--- config.mk ---
export PLATFORM = sky130hd
export DESIGN_NAME = riscv_fetch_unit
export DESIGN_NICKNAME = d
export VERILOG_FILES = /design/src/rtl/riscv_fetch_pkg.sv /design/src/rtl/fetch_slot_queue.sv /design/src/rtl/riscv_fetch_unit.sv
export SDC_FILE = /design/constraint.sdc
export NUM_CORES = 1
export LEC_CHECK = 0
export ABC_AREA = 1
export CAP_MARGIN = 20
export CORE_MARGIN = 2
export CORE_UTILIZATION = 51
export CTS_BUF_LIST = sky130_fd_sc_hd__clkbuf_16
export CTS_CLUSTER_DIAMETER = 80
export DETAILED_ROUTE_END_ITERATION = 7
export PLACE_DENSITY = 0.79
export SYNTH_ARGS = -nofsm -noshare
export SYNTH_HDL_FRONTEND = slang
export SYNTH_SLANG_ARGS = --single-unit
--- constraint.sdc ---
create_clock -name clk -period 2.6 [get_ports clk]
set_input_delay 0.78 -clock clk [delete_from_list [all_inputs] [get_ports clk]]
set_output_delay 0.78 -clock clk [all_outputs]
set_load 0.1 [all_outputs]
--- src/rtl/riscv_fetch_pkg.sv ---
`default_nettype none
// ============================================================================
//  Module   : riscv_fetch_pkg
//  Brief    : Shared types and constants for the instruction-fetch front end.
//  Revision : 1.0 - initial release
// ============================================================================
package riscv_fetch_pkg;

    // Native register/instruction width; slot fields are sized to this.
    localparam int c_XLEN = 32;

    // Default PC increment per fetched instruction.
    localparam int c_PC_STEP = 4;

    // Canonical NOP (addi x0, x0, 0) for downstream flush muxes.
    localparam logic [31:0] c_NOP_INSTR = 32'h0000_0013;

    // One queue entry: the PC it was fetched from, the returned word and
    // whether the memory has answered yet.
    typedef struct packed {
        logic [c_XLEN-1:0] pc;
        logic [c_XLEN-1:0] instr;
        logic              filled;
    } fetch_slot_t;

endpackage
`default_nettype wire

--- src/rtl/fetch_slot_queue.sv ---
`default_nettype none
// ============================================================================
//  Module   : fetch_slot_queue
//  Brief    : Circular slot array holding in-order fetch reservations. A slot
//             is reserved at request grant, filled by the response and popped
//             by decode. Reserved-but-unfilled slots are reported so that the
//             fetch unit knows how many responses to discard on a flush.
//  Revision : 1.0 - initial release
// ============================================================================
module fetch_slot_queue
    import riscv_fetch_pkg::*;
#(
    parameter int DEPTH      = 4,
    parameter int DATA_WIDTH = 32,
    parameter int ADDR_WIDTH = 32
) (
    input  logic                         clk,
    input  logic                         rst,
    input  logic                         clear,
    input  logic                         reserve,
    input  logic [ADDR_WIDTH-1:0]        reservePc,
    input  logic                         fill,
    input  logic [DATA_WIDTH-1:0]        fillInstr,
    input  logic                         pop,
    output logic                         headValid,
    output logic [DATA_WIDTH-1:0]        headInstr,
    output logic [ADDR_WIDTH-1:0]        headPc,
    output logic [$clog2(DEPTH+1)-1:0]   count,
    output logic [$clog2(DEPTH+1)-1:0]   pending
);

    localparam int c_PTR_W = $clog2(DEPTH);
    localparam int c_CNT_W = $clog2(DEPTH+1);

    fetch_slot_t            r_slots [DEPTH];
    logic [c_PTR_W-1:0]     r_allocPtr;
    logic [c_PTR_W-1:0]     r_fillPtr;
    logic [c_PTR_W-1:0]     r_headPtr;
    logic [c_CNT_W-1:0]     r_count;
    logic [c_CNT_W-1:0]     r_pending;
    logic [c_CNT_W-1:0]     w_countNext;
    logic [c_CNT_W-1:0]     w_pendingNext;
    logic                   w_pop;
    logic                   w_reserve;
    logic                   w_fill;

    // A flush overrides every other queue operation in the same cycle.
    assign w_reserve = reserve && !clear;
    assign w_fill    = fill    && !clear;
    assign w_pop     = pop     && !clear;

    // Net occupancy and outstanding-response changes for this cycle.
    always_comb begin
        w_countNext   = r_count;
        w_pendingNext = r_pending;
        if (w_reserve && !w_pop) begin
            w_countNext = r_count + c_CNT_W'(1);
        end else if (!w_reserve && w_pop) begin
            w_countNext = r_count - c_CNT_W'(1);
        end
        if (w_reserve && !w_fill) begin
            w_pendingNext = r_pending + c_CNT_W'(1);
        end else if (!w_reserve && w_fill) begin
            w_pendingNext = r_pending - c_CNT_W'(1);
        end
    end

    // Pointer and counter registers; wrap is natural since DEPTH is 2^n.
    always_ff @(posedge clk or negedge rst) begin
        if (!rst) begin
            r_allocPtr <= '0;
            r_fillPtr  <= '0;
            r_headPtr  <= '0;
            r_count    <= '0;
            r_pending  <= '0;
        end else if (clear) begin
            r_allocPtr <= '0;
            r_fillPtr  <= '0;
            r_headPtr  <= '0;
            r_count    <= '0;
            r_pending  <= '0;
        end else begin
            if (w_reserve) r_allocPtr <= r_allocPtr + c_PTR_W'(1);
            if (w_fill)    r_fillPtr  <= r_fillPtr  + c_PTR_W'(1);
            if (w_pop)     r_headPtr  <= r_headPtr  + c_PTR_W'(1);
            r_count   <= w_countNext;
            r_pending <= w_pendingNext;
        end
    end

    // Slot storage: reserve records the PC, fill lands the instruction.
    always_ff @(posedge clk or negedge rst) begin
        if (!rst) begin
            for (int i = 0; i < DEPTH; i++) begin
                r_slots[i] <= '0;
            end
        end else if (clear) begin
            for (int i = 0; i < DEPTH; i++) begin
                r_slots[i].filled <= 1'b0;
            end
        end else begin
            if (w_reserve) begin
                r_slots[r_allocPtr].pc     <= c_XLEN'(reservePc);
                r_slots[r_allocPtr].filled <= 1'b0;
            end
            if (w_fill) begin
                r_slots[r_fillPtr].instr  <= c_XLEN'(fillInstr);
                r_slots[r_fillPtr].filled <= 1'b1;
            end
        end
    end

    assign headValid = (r_count != '0) && r_slots[r_headPtr].filled;
    assign headInstr = r_slots[r_headPtr].instr[DATA_WIDTH-1:0];
    assign headPc    = r_slots[r_headPtr].pc[ADDR_WIDTH-1:0];
    assign count     = r_count;
    assign pending   = r_pending;

endmodule
`default_nettype wire

--- src/rtl/riscv_fetch_unit.sv ---
`default_nettype none
// ============================================================================
//  Module   : riscv_fetch_unit
//  Brief    : Decoupled instruction-fetch engine. Issues pipelined requests to
//             a request/grant instruction memory, queues responses with their
//             PCs and hands them to decode with valid/ready. Redirects flush
//             the queue and discard responses still in flight.
//  Revision : 1.0 - initial release
// ============================================================================
module riscv_fetch_unit
    import riscv_fetch_pkg::*;
#(
    parameter int                    DATA_WIDTH = 32,
    parameter int                    ADDR_WIDTH = 32,
    parameter int                    DEPTH      = 4,
    parameter logic [ADDR_WIDTH-1:0] RESET_PC   = 32'h0,
    parameter int                    PC_STEP    = c_PC_STEP
) (
    input  logic                  clk,
    input  logic                  rst,
    output logic                  imem_req,
    output logic [ADDR_WIDTH-1:0] imem_addr,
    input  logic                  imem_gnt,
    input  logic                  imem_rvalid,
    input  logic [DATA_WIDTH-1:0] imem_rdata,
    input  logic                  redirect,
    input  logic [ADDR_WIDTH-1:0] redirect_pc,
    output logic                  f_valid,
    output logic [DATA_WIDTH-1:0] f_instr,
    output logic [ADDR_WIDTH-1:0] f_pc,
    input  logic                  f_ready
);

    localparam int c_CNT_W = $clog2(DEPTH+1);

    logic [ADDR_WIDTH-1:0]  r_fetchPc;
    logic [c_CNT_W-1:0]     r_dropCnt;
    logic [c_CNT_W-1:0]     w_count;
    logic [c_CNT_W-1:0]     w_pending;
    logic [c_CNT_W:0]       w_occupancy;
    logic [c_CNT_W:0]       w_dropSum;
    logic [c_CNT_W-1:0]     w_dropNext;
    logic                   w_reserve;
    logic                   w_fill;
    logic                   w_pop;
    logic                   w_unusedPcBits;

    // Target alignment bits are architecturally ignored.
    assign w_unusedPcBits = ^redirect_pc[1:0];

    // Slots reserved plus stale responses still owed bound the outstanding
    // requests; gating with rst keeps the request low while in reset.
    assign w_occupancy = {1'b0, w_count} + {1'b0, r_dropCnt};
    assign imem_req    = rst && !redirect && (w_occupancy < (c_CNT_W+1)'(DEPTH));
    assign imem_addr   = r_fetchPc;
    assign w_reserve   = imem_req && imem_gnt;

    // A live response is one not owed to a flushed request; a response with
    // nothing outstanding at all is ignored.
    assign w_fill = imem_rvalid && !redirect && (r_dropCnt == '0) && (w_pending != '0);
    assign w_pop  = f_valid && f_ready && !redirect;

    // Discard bookkeeping: a flush converts unfilled slots into debts, and
    // a response arriving in the flush cycle pays one of them off.
    assign w_dropSum = {1'b0, r_dropCnt} + {1'b0, w_pending};
    always_comb begin
        w_dropNext = r_dropCnt;
        if (redirect) begin
            if (imem_rvalid && (w_dropSum != '0)) begin
                w_dropNext = c_CNT_W'(w_dropSum - (c_CNT_W+1)'(1));
            end else begin
                w_dropNext = c_CNT_W'(w_dropSum);
            end
        end else if (imem_rvalid && (r_dropCnt != '0)) begin
            w_dropNext = r_dropCnt - c_CNT_W'(1);
        end
    end

    // Fetch PC and discard counter registers.
    always_ff @(posedge clk or negedge rst) begin
        if (!rst) begin
            r_fetchPc <= {RESET_PC[ADDR_WIDTH-1:2], 2'b00};
            r_dropCnt <= '0;
        end else begin
            r_dropCnt <= w_dropNext;
            if (redirect) begin
                r_fetchPc <= {redirect_pc[ADDR_WIDTH-1:2], 2'b00};
            end else if (w_reserve) begin
                r_fetchPc <= r_fetchPc + ADDR_WIDTH'(PC_STEP);
            end
        end
    end

    fetch_slot_queue #(
        .DEPTH      (DEPTH),
        .DATA_WIDTH (DATA_WIDTH),
        .ADDR_WIDTH (ADDR_WIDTH)
    ) u_queue (
        .clk       (clk),
        .rst       (rst),
        .clear     (redirect),
        .reserve   (w_reserve),
        .reservePc (r_fetchPc),
        .fill      (w_fill),
        .fillInstr (imem_rdata),
        .pop       (w_pop),
        .headValid (f_valid),
        .headInstr (f_instr),
        .headPc    (f_pc),
        .count     (w_count),
        .pending   (w_pending)
    );

    // A response with no request outstanding is a memory protocol error.
    a_noSpuriousRvalid: assert property (@(posedge clk) disable iff (!rst)
        imem_rvalid |-> ((r_dropCnt != '0) || (w_pending != '0)));

endmodule
`default_nettype wire

Fig. 1: run 1, congestion heat map
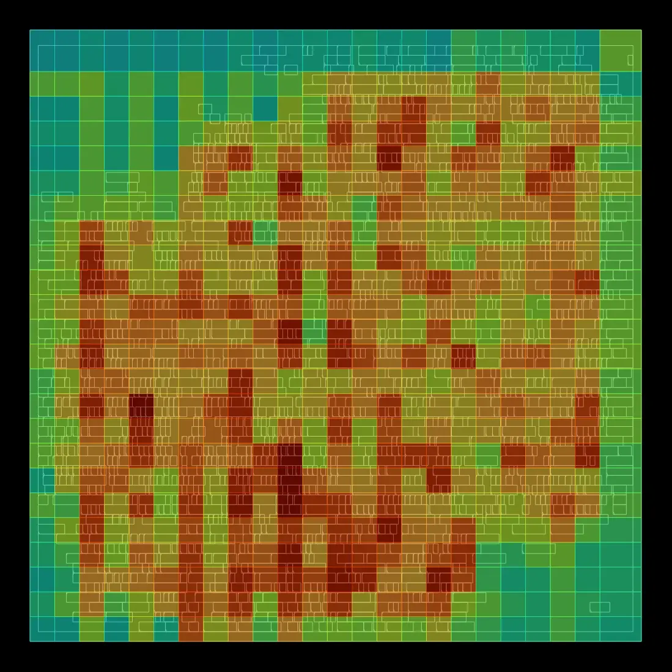
routing usage on met3: 4.70%
WL/cell: 18.5 um
grt met1 use: 37.3%
Most Crowded Layer GR: met2

Fig. 2: run 1, met4 routing
Scale: 2 px per um. Cells faint in the background.
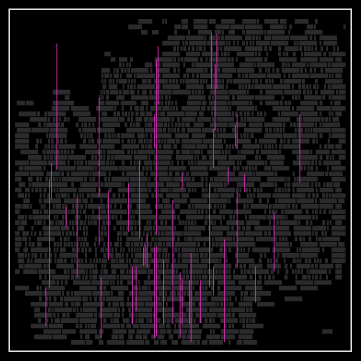
31 nets have wire on it. The layer carries 1340 um of wire.

==> results.cfg, run 1 <==
; yosys + openroad results
[status]
status = finished, violations left
violations = negative setup slack

[power]
peakVddDrop_v = 0.00103
p_leak_nw = 8.62
pwr_density_cell_nw_per_um2 = 1200

[timing]
hold_ws_ns = 0.166
rsz0062_at_grt = true
maxSlewViolCount = 0
report.final.setup_viol = 63
period_used_pct = 108
fmax_mhz = 356
tightest_slew_ns = 0.811
setup_ws_ns = -0.208
period_needed_ns = 2.81
skew_ns = 0.00898
hold_viol_final = 0
timing.setup.tns_ns = -9.54
slew_headroom_pct = 45.9

[synth]
synth_top_area_share_pct = 52.7
avgSynthCellArea_sq_um = 8.36
area_leaders = dfrtp_1, nand2_1, o21ai_0
yosys_warnings = 0
syn_area_sq_um = 14100
ys_seq_share_pct = 52.7
yosys_area_sq_um = 14100
ys.flops = 297
ys_cells = 1687
yosysTopAreaCell = dfrtp_1
yosysUniqueCellTypes = 35
syn_inst = 1687

[critical_path]
required_ns = 1.82
cp_slowest_cell = dfrtp_4
critical-path-top-delay-family = flip-flops
end_kind = output port
critical_path_arrival_ns = 2.03
slowest_delay_ns = 0.54
crit_top_cell = buf_12
cp_max_fo = 27
start_kind = register
path_buffers = 3
crit_path_cell_trace = clkinv_8, buf_12, nor2_1, o22ai_4, buf_12
crit_type = reg -> out

[placed_design]
place.gp.congestion = 0.976
portBuffers = 161
dpl.hpwl_mm = 24.5

[global_route]
grt_pass1_wl_mm = 64.2
grt_usage_pct = 27.4
overflow = 0
grt_max_degree = 154
antenna_found_initial = 0
grt_pass1_vias = 12600

[die]
die_x_um = 170
rows = 60
chipArea_sq_um = 29000
fp-utilization_pct = 52.2
die_h_um = 170
pin_count = 168
design.core.area_sq_um = 27000

[detailed_routing]
finalWirelength_mm = 40.6
drc = 0
via_per_inst = 5.86
firstDrtPassIters = 5
vias = 12800
ant_nets = 0
drt_iter0_drc = 1514

[cts]
clock_path_buffers = 3
cts_tree = built
worstSkewPairLatency_ns = 0.56
clock-sinks = 297
root_buffer = clkbuf_16
clk_pin_slew_worst_paths_ns = 0.06
postCtsHoldBufs = 0
h-tree-depth = 1
cts_buffers = 30

[cells_and_area]
lay_top_count = nand2_1
fillers = 1891
diodes = 0
drive_gt1_share_pct = 17.2
synthToLayoutAreaGrowth_pct = 34.4
final_cell_mix = nand2_1, dfrtp_1, o21ai_1
layout.nets = 1918

[min_path]
hp-class = in -> async

[job]
tool_warnings = 42
maxCapViolCount = 0
Fig. 3: run 1, layout detail
Window x 118 to 138, y 33 to 53 um. Cells in grey, sequential cells in the stronger grey; small squares are vias.
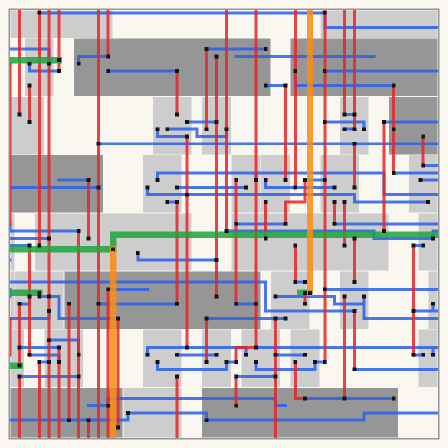
Key: metal 3 = green; metal 2 = red; metal 1 = blue; metal 4 = orange
Netlist names of flops here include `u_queue.r_slots` (5). Most frequent: nand2_1 (5), dfrtp_1 (5), o21ai_0 (4). Sequential cells in the window: 5. 25 logic cells have their middle in the window.

==> run 1: where the power goes <==
group / internal (mW) / switching, mW / leakage (nW)
Sequential: 5.57 / 0.703 / 3.98
Combinational: 4.06 / 7.80 / 4.10
Clock: 2.74 / 1.83 / 0.536
==> run 1: per-layer routing <==
layer  wire length (um)  GRT usage, %
met1              16400          37.3
met2              19800          44.4
met3               3120          4.70
met4               1340          10.1
met5                  0             0
==> run 1: final timing paths <==
| path | start | endpoint | slack (ns) | cells past startpoint |
|---|---|---|---|---|
| hold / removal | rst | u_queue.r_slots[8] | 0.17 | 2 |
| max in group asynchronous | rst | u_queue.r_slots[128] | 1.41 | 3 |
| min in group clk | u_queue.r_slots[92] | u_queue.r_slots[92] | 0.48 | 2 |
| setup reg to reg | u_queue.r_headPtr[0] | u_queue.count[2] | 0.10 | 14 |
| setup / recovery | u_queue.r_headPtr[0] | f_pc[22] | -0.21 | 5 |
| hold reg to reg | u_queue.r_slots[92] | u_queue.r_slots[92] | 0.48 | 2 |
==> run 1: synth_stat cells, drive strengths merged <==
library cell,instances
fa,3
conb,1
o221ai,5
nand4,8
buf,62
a21boi,1
a31oi,1
xor2,23
nand3,39
clkbuf,47
o22ai,62
ha,17
a21oi,6
nor3,15
xnor2,4
nand2,414
o21ai,396
o211ai,11
nor2,162
inv,113
dfrtp,297
==> run 1: layout make-up <==
class                           count  area (sq um)  area share (%)
Tap cell                          341           427            2.25
Multi-Input combinational cell   1171          6640            35.0
Sequential cell                   297          7440            39.3
Inverter                          113           440            2.32
Clock inverter                     25           267            1.41
Clock buffer                       31           776            4.09
Timing Repair Buffer              215          2960            15.6
==> run 1: logic make-up (layout without fill, tap and decap cells) <==
kind of cell | after synthesis | count (layout) | synth area share [%]
flip-flops | 297 | 297 | 52.7
adder cells (fa/ha/maj) | 20 | 20 | 1.93
AND-OR/OR-AND | 482 | 482 | 18.2
AND/OR/NAND/NOR | 638 | 638 | 18.2
XOR/XNOR | 27 | 27 | 1.68
buffers and inverters | 222 | 384 | 7.34
other | 1 | 4 | 0.0266
==> run 1: registers in the layout, indices dropped and copies added, names as in the netlist <==
register	flops
imem_addr	30
r_dropCnt	3
u_queue.count	3
u_queue.pending	3
u_queue.r_allocPtr	2
u_queue.r_fillPtr	2
u_queue.r_headPtr	2
u_queue.r_slots	252
==> run 1: through the flow <==
stage | utilization, % | cell area [sq um] | std cells | setup WS, ns | total power [mW]
floorplan | - | 15000 | 1690 | -0.116 | 14.1
global placement | 64.9 | 17600 | 2128 | -0.144 | 17.5
detailed placement | 64.9 | 17600 | 2128 | -0.206 | 17.7
CTS | 69.3 | 18700 | 2186 | -0.195 | 22.5
global route | 70.1 | 18900 | 2193 | -0.243 | 23.6
finish | 70.1 | 18900 | 2193 | -0.208 | 22.7
==> run 1: repair_timing <==
| item | 4_1_cts | 5_1_grt |
|---|---|---|
| endpoints found under the hold margin | 0 | 0 |
| resized | 85 | 63 |
| buffers inserted | 0 | 5 |
| gates cloned | 2 | 3 |
| pin swaps | 1 | 2 |
| endpoints found under the setup margin | 64 | 65 |
==> run 2: changes to the inputs <==
--- a/config.mk
+++ b/config.mk
@@ -7,6 +7,7 @@
 export LEC_CHECK = 0
 export ABC_AREA = 1
 export CAP_MARGIN = 20
+export CORE_ASPECT_RATIO = 1.5
 export CORE_MARGIN = 2
 export CORE_UTILIZATION = 51
 export CTS_BUF_LIST = sky130_fd_sc_hd__clkbuf_16
Fig. 4: run 2, routed metal, one colour a layer
Scale: 2 px per um.
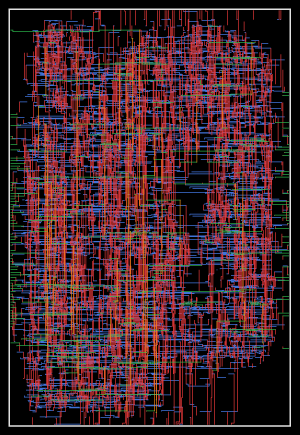
Key: metal 3 = green [wire length 2530 um]; metal 1 = blue [wire length 16700 um]; metal 4 = orange [wire length 1950 um]; metal 2 = red [wire length 22.3 mm]

==> run 2 against run 1 <==
Compared with the run above: the flow still finishes with violations (negative setup slack); combinational power is 5% higher; final cell count is 1.0% higher; synthesized area stayed put; global-route usage is 0.099 points higher; critical path type unchanged; critical endpoint is now f_pc[13]; largest cell class unchanged; largest power group unchanged.
==> results.cfg, run 2 <==
; yosys + openroad results
[placed_design]
dp_worst_setup_slack_ns = -0.172
place.gp.congestion = 0.951
dpl.hpwl_mm = 25.2
portBuffers = 161

[die]
pin_count = 168
die_h_um = 208
die_x_um = 140
fp-utilization_pct = 51.8
design.core.area_sq_um = 27200
chipArea_sq_um = 29000

[timing]
skew_ns = 0.00697
period_used_pct = 108
hold_viol_final = 0
rsz0062_at_grt = true
setup_ws_ns = -0.216
report.final.setup_viol = 63
hold_ws_ns = 0.256
maxSlewViolCount = 0
tightest_slew_ns = 0.863
fmax_mhz = 355

[cells_and_area]
layout.nets = 1945
combGateArea_sq_um = 7050
synthToLayoutAreaGrowth_pct = 39.8
top_register = u_queue.r_slots
largest_register_ffs = 252
final_cell_mix = nand2_1, dfrtp_1, o21ai_0
fillers = 1885
diodes = 0
final_util_pct = 72.4
regArea_sq_um = 7440
drive_gt1_share_pct = 24.0
lay_top_count = nand2_1

[synth]
yosysUniqueCellTypes = 35
synthTopCellsByCount = nand2_1, dfrtp_1, o21ai_0
yosysMostFrequentCell = nand2_1
area_leaders = dfrtp_1, nand2_1, o21ai_0
synthArstFlopShare_pct = 100
edf_count = 0
yosys_warnings = 0
avgSynthCellArea_sq_um = 8.36
syn_inst = 1687
yosys_area_sq_um = 14100
ys_cells = 1687
yosysTopAreaCell = dfrtp_1
synth_top_area_share_pct = 52.7
syn_area_sq_um = 14100
ff_type = dfrtp_1

[global_route]
grt_pass1_wl_mm = 65.3
overflow = 0
grt_max_degree = 163
grt_pass1_vias = 12900
antenna_found_initial = 0
grt_usage_pct = 27.5

[power]
p_int_mw = 12.4
peakVddDrop_v = 0.00119
switching_share_pct = 46.0
clkPwrFrac_pct = 18.2
seqPwrFrac_pct = 27.6
pwr_density_cell_nw_per_um2 = 1170
p_total_mw = 23.0
pwr-share-comb_pct = 54.2

[status]
status = finished, violations left
violations = negative setup slack

[job]
tool_warnings = 40
maxCapViolCount = 0

[critical_path]
worst_r2r_startpoint = u_queue.r_headPtr[0]
crit_type = reg -> out
start_kind = register
cp-endpoint = f_pc[13]
regToRegSetupSlack_ns = 0.23
cp_max_fo = 9
startpoint = u_queue.r_headPtr[0]
end_kind = output port
critical_path_arrival_ns = 2.04

[detailed_routing]
drt_iter0_drc = 1076
drc = 0
firstDrtPassIters = 5
vias = 12900
wire_per_inst_um = 19.6
finalWirelength_mm = 43.5

[cts]
cts_buffers = 30
h-tree-depth = 1
clock_path_buffers = 3
worstSkewPairLatency_ns = 0.55
postCtsHoldBufs = 0
cts_tree = built
clk_pin_slew_worst_paths_ns = 0.06
clock-sinks = 297
root_buffer = clkbuf_16
-- run 2: cell counts after synthesis --
No cell type changed its count.
-- run 2: power by group through the flow --
stage	registers [mW]	clock network (mW)	logic [mW]
6_report	6.35	4.19	12.5
2_1_floorplan	6.69	0	7.42
5_1_grt	6.45	4.40	13.1
4_1_cts	6.23	4.21	11.9
3_3_place_gp	6.22	0	11.3
3_5_place_dp	6.27	0	11.5
-- run 2: kinds of logic (layout without fill, tap and decap cells) --
family / count (synthesis) / count (layout) / synth area share, %
AND-OR/OR-AND: 482 / 482 / 18.2
other: 1 / 4 / 0.0266
buffers and inverters: 222 / 405 / 7.34
XOR/XNOR: 27 / 27 / 1.68
flip-flops: 297 / 297 / 52.7
adder cells (fa/ha/maj): 20 / 20 / 1.93
AND/OR/NAND/NOR: 638 / 638 / 18.2
-- run 2: stage by stage --
step	area, sq um	std cells	TNS [ns]
after global placement	17500	2131	-12.94
final	19700	2215	-10.36
after global routing	19700	2215	-12.30
after floorplan	15000	1690	-0.294
after detailed placement	17500	2131	-14.42
after CTS	18800	2190	-11.46
-- run 2: how the worst min path moves through the flow --
stage                           end  slack, ns
3_5_place_dp   u_queue.r_slots[176]       0.47
5_1_grt        u_queue.r_slots[116]       0.26
6_report       u_queue.r_slots[116]       0.26
3_3_place_gp   u_queue.r_slots[153]       0.46
4_1_cts        u_queue.r_slots[117]       0.25
2_1_floorplan   u_queue.r_slots[69]       0.45
-- run 2: worst max-delay path, cell delays in order (launching register included) --
cell	delay [ns]
dfrtp_4	0.51
buf_12	0.21
clkbuf_16	0.21
o21ai_2	0.09
o22ai_4	0.24
buf_12	0.21
-- run 2: repair_timing --
action | CTS | global route
gates cloned | 4 | 13
pin swaps | 1 | 20
endpoints found under the hold margin | 0 | 0
gates resized | 160 | 150
buffers inserted | 6 | 12
endpoints found under the setup margin | 64 | 64
-- run 2: final cells by class --
class / count / area share [%]
Clock buffer: 31 / 3.94
Multi-Input combinational cell: 1171 / 35.7
Tap cell: 342 / 2.17
Clock inverter: 19 / 0.787
Inverter: 113 / 2.23
Sequential cell: 297 / 37.7
Timing Repair Buffer: 242 / 17.4
-- run 2: layer usage --
metal	GRT usage [%]	wire (um)	vias to the layer above
met5	0	0	-
met4	12.4	1950	0
met3	3.32	2530	111
met2	48.0	22300	572
met1	34.3	16700	6292
li1	-	-	5931
Power is estimated from default activity; no workload was simulated.
